$ cat src/rtl/pc_pkg.sv
// pc_pkg: next-PC source encoding, step sizes and alignment mask for the fetch PC unit
package pc_pkg;
  typedef enum logic [2:0] {SRC_HOLD, SRC_SEQ, SRC_RET, SRC_BR, SRC_TRAP} next_pc_src_e;
  localparam logic [2:0] PC_STEP4 = 3'd4;
  localparam logic [2:0] PC_STEP2 = 3'd2;
  function automatic logic [1:0] align_mask(input logic c_ext);
    return c_ext ? 2'b01 : 2'b11;
  endfunction
endpackage

$ cat src/rtl/fetch_pc_unit_if.sv
// fetch_pc_if: fetch handshake, redirect requests and RAS controls of the fetch PC unit
interface fetch_pc_if #(parameter int XLEN = 32);
  logic            fetch_valid;
  logic            fetch_ready;
  logic [XLEN-1:0] fetch_pc;
  logic            insn_len16;
  logic            trap_valid;
  logic [XLEN-1:0] trap_vector;
  logic            br_valid;
  logic [XLEN-1:0] br_target;
  logic            call_push;
  logic [XLEN-1:0] call_ret_addr;
  logic            ret_pop;
  logic            ras_empty;
  logic            ret_miss;
  logic            misalign_err;
  modport master (
    output fetch_valid, fetch_pc, ras_empty, ret_miss, misalign_err,
    input  fetch_ready, insn_len16, trap_valid, trap_vector, br_valid, br_target,
           call_push, call_ret_addr, ret_pop
  );
  modport slave (
    input  fetch_valid, fetch_pc, ras_empty, ret_miss, misalign_err,
    output fetch_ready, insn_len16, trap_valid, trap_vector, br_valid, br_target,
           call_push, call_ret_addr, ret_pop
  );
endinterface

$ cat src/rtl/ras_stack.sv
// ras_stack: circular return-address stack with saturating occupancy
module ras_stack #(
  parameter int XLEN      = 32,
  parameter int RAS_DEPTH = 4
) (
  input  logic            clk,
  input  logic            rst_n,
  input  logic            push,
  input  logic [XLEN-1:0] push_data,
  input  logic            pop,
  output logic [XLEN-1:0] top_data,
  output logic            empty,
  output logic            pop_miss
);
  localparam int PW = $clog2(RAS_DEPTH);
  logic [XLEN-1:0] mem [RAS_DEPTH];
  logic [PW-1:0]   tp;
  logic [PW:0]     cnt;
  logic            do_pop;
  assign empty    = cnt == '0;
  assign do_pop   = pop && !empty;
  assign pop_miss = pop && empty;
  assign top_data = mem[tp];
  always_ff @(posedge clk) begin
    if (!rst_n) begin
      tp  <= '0;
      cnt <= '0;
    end else if (push && !do_pop) begin
      tp  <= tp + 1'b1;
      cnt <= (cnt == RAS_DEPTH[PW:0]) ? cnt : cnt + 1'b1;
    end else if (do_pop && !push) begin
      tp  <= tp - 1'b1;
      cnt <= cnt - 1'b1;
    end
  end
  // push+pop replaces the old top in place
  always_ff @(posedge clk) begin
    if (push) mem[do_pop ? tp : tp + 1'b1] <= push_data;
  end
endmodule

$ cat src/rtl/fetch_pc_unit.sv
// fetch_pc_unit: program counter with priority next-PC selection and return prediction
module fetch_pc_unit
  import pc_pkg::*;
#(
  parameter int              XLEN         = 32,
  parameter logic [XLEN-1:0] RESET_VECTOR = '0,
  parameter int              RAS_DEPTH    = 4,
  parameter int              C_EXT        = 0
) (
  input logic        clk,
  input logic        rst_n,
  fetch_pc_if.master bus
);
  next_pc_src_e    src;
  logic [XLEN-1:0] tgt, next_pc, ras_top, pc;
  logic [1:0]      amask;
  logic            hs, empty, pop_miss, mis, valid, ret_miss_q, mis_q;
  ras_stack #(.XLEN(XLEN), .RAS_DEPTH(RAS_DEPTH)) u_ras (
    .clk       (clk),
    .rst_n     (rst_n),
    .push      (bus.call_push),
    .push_data (bus.call_ret_addr),
    .pop       (bus.ret_pop),
    .top_data  (ras_top),
    .empty     (empty),
    .pop_miss  (pop_miss)
  );
  assign hs    = valid && bus.fetch_ready;
  assign amask = align_mask(C_EXT != 0);
  always_comb begin
    src = bus.trap_valid ? SRC_TRAP :
          bus.br_valid ? SRC_BR :
          (bus.ret_pop && !empty) ? SRC_RET :
          hs ? SRC_SEQ : SRC_HOLD;
    tgt = bus.trap_valid ? bus.trap_vector : bus.br_target;
    mis = (src == SRC_TRAP || src == SRC_BR) && |(tgt[1:0] & amask);
    next_pc = (src == SRC_TRAP || src == SRC_BR) ? {tgt[XLEN-1:2], tgt[1:0] & ~amask} :
              (src == SRC_RET) ? ras_top :
              (src == SRC_SEQ) ? pc + XLEN'((C_EXT != 0 && bus.insn_len16) ? PC_STEP2 : PC_STEP4) :
              pc;
  end
  always_ff @(posedge clk) begin
    if (!rst_n) begin
      pc         <= RESET_VECTOR;
      valid      <= 1'b0;
      ret_miss_q <= 1'b0;
      mis_q      <= 1'b0;
    end else begin
      pc         <= next_pc;
      valid      <= 1'b1;
      ret_miss_q <= pop_miss;
      mis_q      <= mis;
    end
  end
  assign bus.fetch_pc     = pc;
  assign bus.fetch_valid  = valid;
  assign bus.ras_empty    = empty;
  assign bus.ret_miss     = ret_miss_q;
  assign bus.misalign_err = mis_q;
endmodule

$ cat src/flat_wrapper.sv
// flat-port wrapper written by rule: the top's interface ports become plain ports
module fetch_pc_unit_flat import pc_pkg::*;
#(
  parameter int              XLEN         = 32,
  parameter logic [XLEN-1:0] RESET_VECTOR = '0,
  parameter int              RAS_DEPTH    = 4,
  parameter int              C_EXT        = 0
)
  (clk, rst_n, bus_fetch_valid, bus_fetch_pc, bus_ras_empty, bus_ret_miss, bus_misalign_err, bus_fetch_ready, bus_insn_len16, bus_trap_valid, bus_trap_vector, bus_br_valid, bus_br_target, bus_call_push, bus_call_ret_addr, bus_ret_pop);
  fetch_pc_if #(.XLEN(XLEN)) bus_i ();
  input logic clk;
  input logic rst_n;
  output wire logic [$bits(bus_i.fetch_valid)-1:0] bus_fetch_valid;
  output wire logic [$bits(bus_i.fetch_pc)-1:0] bus_fetch_pc;
  output wire logic [$bits(bus_i.ras_empty)-1:0] bus_ras_empty;
  output wire logic [$bits(bus_i.ret_miss)-1:0] bus_ret_miss;
  output wire logic [$bits(bus_i.misalign_err)-1:0] bus_misalign_err;
  input wire logic [$bits(bus_i.fetch_ready)-1:0] bus_fetch_ready;
  input wire logic [$bits(bus_i.insn_len16)-1:0] bus_insn_len16;
  input wire logic [$bits(bus_i.trap_valid)-1:0] bus_trap_valid;
  input wire logic [$bits(bus_i.trap_vector)-1:0] bus_trap_vector;
  input wire logic [$bits(bus_i.br_valid)-1:0] bus_br_valid;
  input wire logic [$bits(bus_i.br_target)-1:0] bus_br_target;
  input wire logic [$bits(bus_i.call_push)-1:0] bus_call_push;
  input wire logic [$bits(bus_i.call_ret_addr)-1:0] bus_call_ret_addr;
  input wire logic [$bits(bus_i.ret_pop)-1:0] bus_ret_pop;
  assign bus_fetch_valid = bus_i.fetch_valid;
  assign bus_fetch_pc = bus_i.fetch_pc;
  assign bus_ras_empty = bus_i.ras_empty;
  assign bus_ret_miss = bus_i.ret_miss;
  assign bus_misalign_err = bus_i.misalign_err;
  assign bus_i.fetch_ready = bus_fetch_ready;
  assign bus_i.insn_len16 = bus_insn_len16;
  assign bus_i.trap_valid = bus_trap_valid;
  assign bus_i.trap_vector = bus_trap_vector;
  assign bus_i.br_valid = bus_br_valid;
  assign bus_i.br_target = bus_br_target;
  assign bus_i.call_push = bus_call_push;
  assign bus_i.call_ret_addr = bus_call_ret_addr;
  assign bus_i.ret_pop = bus_ret_pop;
  fetch_pc_unit #(.XLEN(XLEN), .RESET_VECTOR(RESET_VECTOR), .RAS_DEPTH(RAS_DEPTH), .C_EXT(C_EXT)) u_core (.clk(clk), .rst_n(rst_n), .bus(bus_i));
endmodule
$ cat config.mk
export PLATFORM = sky130hd
export DESIGN_NAME = fetch_pc_unit_flat
export DESIGN_NICKNAME = d
export VERILOG_FILES = /design/src/rtl/pc_pkg.sv /design/src/rtl/fetch_pc_unit_if.sv /design/src/rtl/ras_stack.sv /design/src/rtl/fetch_pc_unit.sv /design/src/flat_wrapper.sv
export SDC_FILE = /design/constraint.sdc
export NUM_CORES = 1
export LEC_CHECK = 0
export ABC_AREA = 1
export CAP_MARGIN = 30
export CORE_ASPECT_RATIO = 1.75
export CORE_MARGIN = 4
export CORE_UTILIZATION = 48
export CTS_CLUSTER_SIZE = 14
export DETAILED_ROUTE_END_ITERATION = 12
export PLACE_DENSITY = 0.75
export SYNTH_ARGS = -nofsm -noshare
export SYNTH_HDL_FRONTEND = slang
export SYNTH_HIERARCHICAL = 1
export SYNTH_SLANG_ARGS = --single-unit
$ cat constraint.sdc
create_clock -name clk -period 2.6 [get_ports clk]
set_clock_uncertainty 0.1 [all_clocks]
set_input_delay 0.52 -clock clk [delete_from_list [all_inputs] [get_ports clk]]
set_output_delay 0.52 -clock clk [all_outputs]
set_load 0.01 [all_outputs]
m1.png
Drawn at 3 px/µm. Supply wires on this layer in grey.
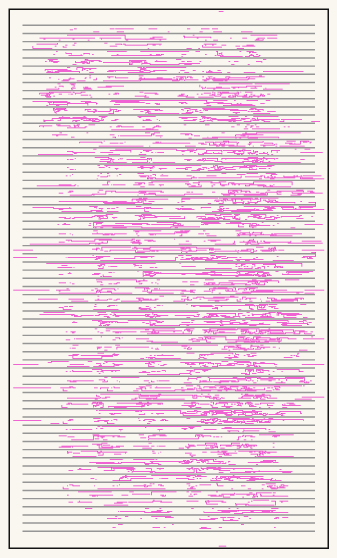
main direction: horizontal
share of all routed wire: 36%
Post-Route WL: 20300 µm
Vias: 6539
global-route track usage on met1: 21.3%

closeup.png
Window x 38 to 68, y 110 to 140 µm. Cells in grey, sequential cells in the stronger grey; small squares are vias.
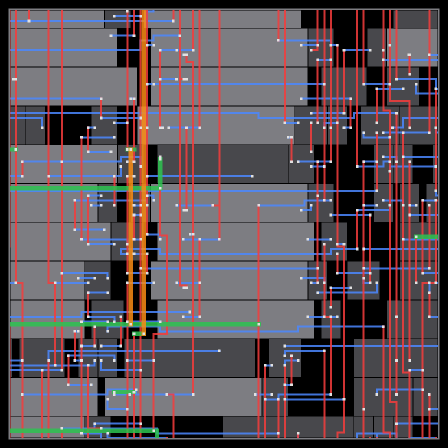
| layer | colour |
|---|---|
| M2 | red |
| M1 | blue |
| M3 | green |
| M4 | orange |
cells with their middle in the window: 55
sequential cells in the window: 14
netlist names of flops here include: u_core/u_ras/mem (14)
most frequent: nor2_1 (14), edfxtp_1 (14)

congestion_map.png
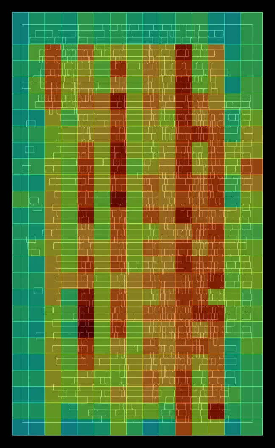
Layout Utilization: 62.4%
global-route usage over all layers: 21.3%
wire per inst: 16.8 µm

gates.png
Drawn at 3 px/µm.
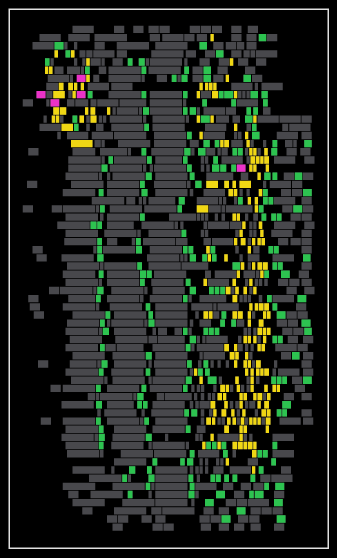
| family | colour | cells |
|---|---|---|
| nand cells | yellow | 183 |
| xor and xnor cells | magenta | 5 |
| aoi and oai cells | green | 211 |
top logic cell by instance count in the layout: nor2_1
multi-input gate share of total cell area: 28.6%
count of placed standard cells in the final layout, fillers left out: 1211

layers.png
Drawn at 3 px/µm. Two of the layers only.
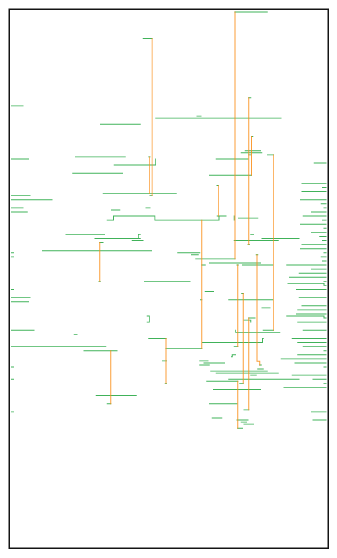
| layer | colour | wire length |
|---|---|---|
| M4 | orange | 507 µm |
| M3 | green | 1070 µm |

==> run summary <==
Notes on the physical design

Clock-pin slew was measured on the worst setup and hold paths at roughly 0.07 ns. The number of port buffers is 138. The slowest stage cell on the critical path is clkdlybuf4s50_1. The sequential cell area in the final layout is approximately 4700 µm².

The detailed router reports a met2 wire length of 11400 µm. The wire-length estimate of the detail-placed layout is between 10000 and 15000 µm. For reference, the critical path is launched at u_core/u_ras/cnt[0]$_SDFFE_PN0P_.

Global route summary, busiest routing layer listed as met2. The script computed the net switching share of total power as between 30% and 40%. The number of nets at floorplan is between 900 and 1000. The highest signal layer in the routed design is met4. The via count of the first global-routing pass is between 6000 and 7000. The clock passes through at most 2 buffers. Cells with a size suffix above 1 make up 8.00% of the layout. The synthesis run shows multiplexers occupying 0% of the cell area. The die boundary height is 179 µm. The clock reaches the later pin of the worst-skew pair after 0.42 ns.

The clock network power is approximately 2.4 mW. The synthesis run shows the most used standard cells to be nor2_1 (153), nand2_1 (134), edfxtp_1 (128). In this run the cell area measured after placement is around 9700 µm². The worst slack after detailed placement is 0.0664 ns. The flow ran to the end, and the final reports show no timing, DRC or antenna violations. Summed over its instances, the top area cell type makes up 47.8% of the synthesized netlist area. In this run the cell area of the synthesized design comes to ~8000 µm². The shortest clock period the worst path allows after layout is between 2 and 2.5 ns.

The number of cells in the design after placement is ~1200. In the detailed route, the total length drawn on met3 is ~1100 µm. The detailed-router iteration count before antenna repair is 5. The maximum net fanout on the critical path is 4.

Buffers inserted during clock tree synthesis total 17. For this design the total switching power over the nets is around 2.6 mW. The signed area change from the synthesized netlist to the final layout is 27.8%. The chip footprint is about 19000 µm². Sorting the Yosys area breakdown by cell type puts at the top edfxtp_1.

The count of library flops with an enable pin is 128. For met3 alone, demand over resource in global routing was 3.75%. The tree is rooted in a clkbuf_16. The area recorded from the Yosys report for this design is 8040 µm².

Counting plain and timing-repair buffers in the layout gives between 150 and 200. The terminus of the critical flop-to-flop path is u_core/bus.fetch_pc[13]$_SDFFE_PN0P_. The worst setup path is launched from a flip-flop. The class of the tightest hold or removal check is flip-flop to flip-flop. Per the layout area report, the combinational gate area comes to about 2900 µm². The signal on the critical path passes through nor2_4, nand2_4, inv_1, clkdlybuf4s50_1.

The cell depth of the worst min-delay path is 2. The flip-flop and latch count is approximately 170. The H-tree depth is 4. The placement summary gives the final routability congestion estimate as between 0.9 and 1. Tap insertion was completed with around 220 tapcells. The critical path required time is 1.98 ns.

Among the non-sequential cells, simple AND/OR/NAND/NOR gates take the most area. The clock tree from TritonCTS is built. Counting the clock-network buffers in the layout gives 18. The maximum resistive drop on vdd is 0.436 mV. Setup violations remaining at the end of the flow were counted as 0.

Looking at the cell usage after synthesis, the top flip-flop cell is edfxtp_1. The wire length of the first global-routing pass is 31200 µm. In this run the worst setup path terminates at bus_ras_empty.

met2 track demand over resource after global routing is 42.0%. The internal portion of the total power is 5.64 mW. The number of buffers added for setup after CTS is 0. The dominant power group is sequential cells. The power per unit of standard cell area is 806 nW/µm². The sequential share of cell area is around 46%.

By startpoint and endpoint, the worst setup path is classified as flip-flop to primary output. According to the floorplan log, the row count is between 60 and 70. Once routing completed, OpenROAD measured the worst setup slack at 0.155 ns. The sequential-cell power consumption is about 3.6 mW.

After Yosys synthesis, full adders, half adders and majority gates account for 0.716% of the synthesized area. Dividing the synthesized area by the synthesized cell count gives 9.56 µm². In the final layout, excluding clock inverters the inverter count is around 50. The part of the Yosys area used for sequential elements is between 50% and 60%. Setup repair after global routing left no endpoint under its margin.
Power and IR drop assume default switching activity.
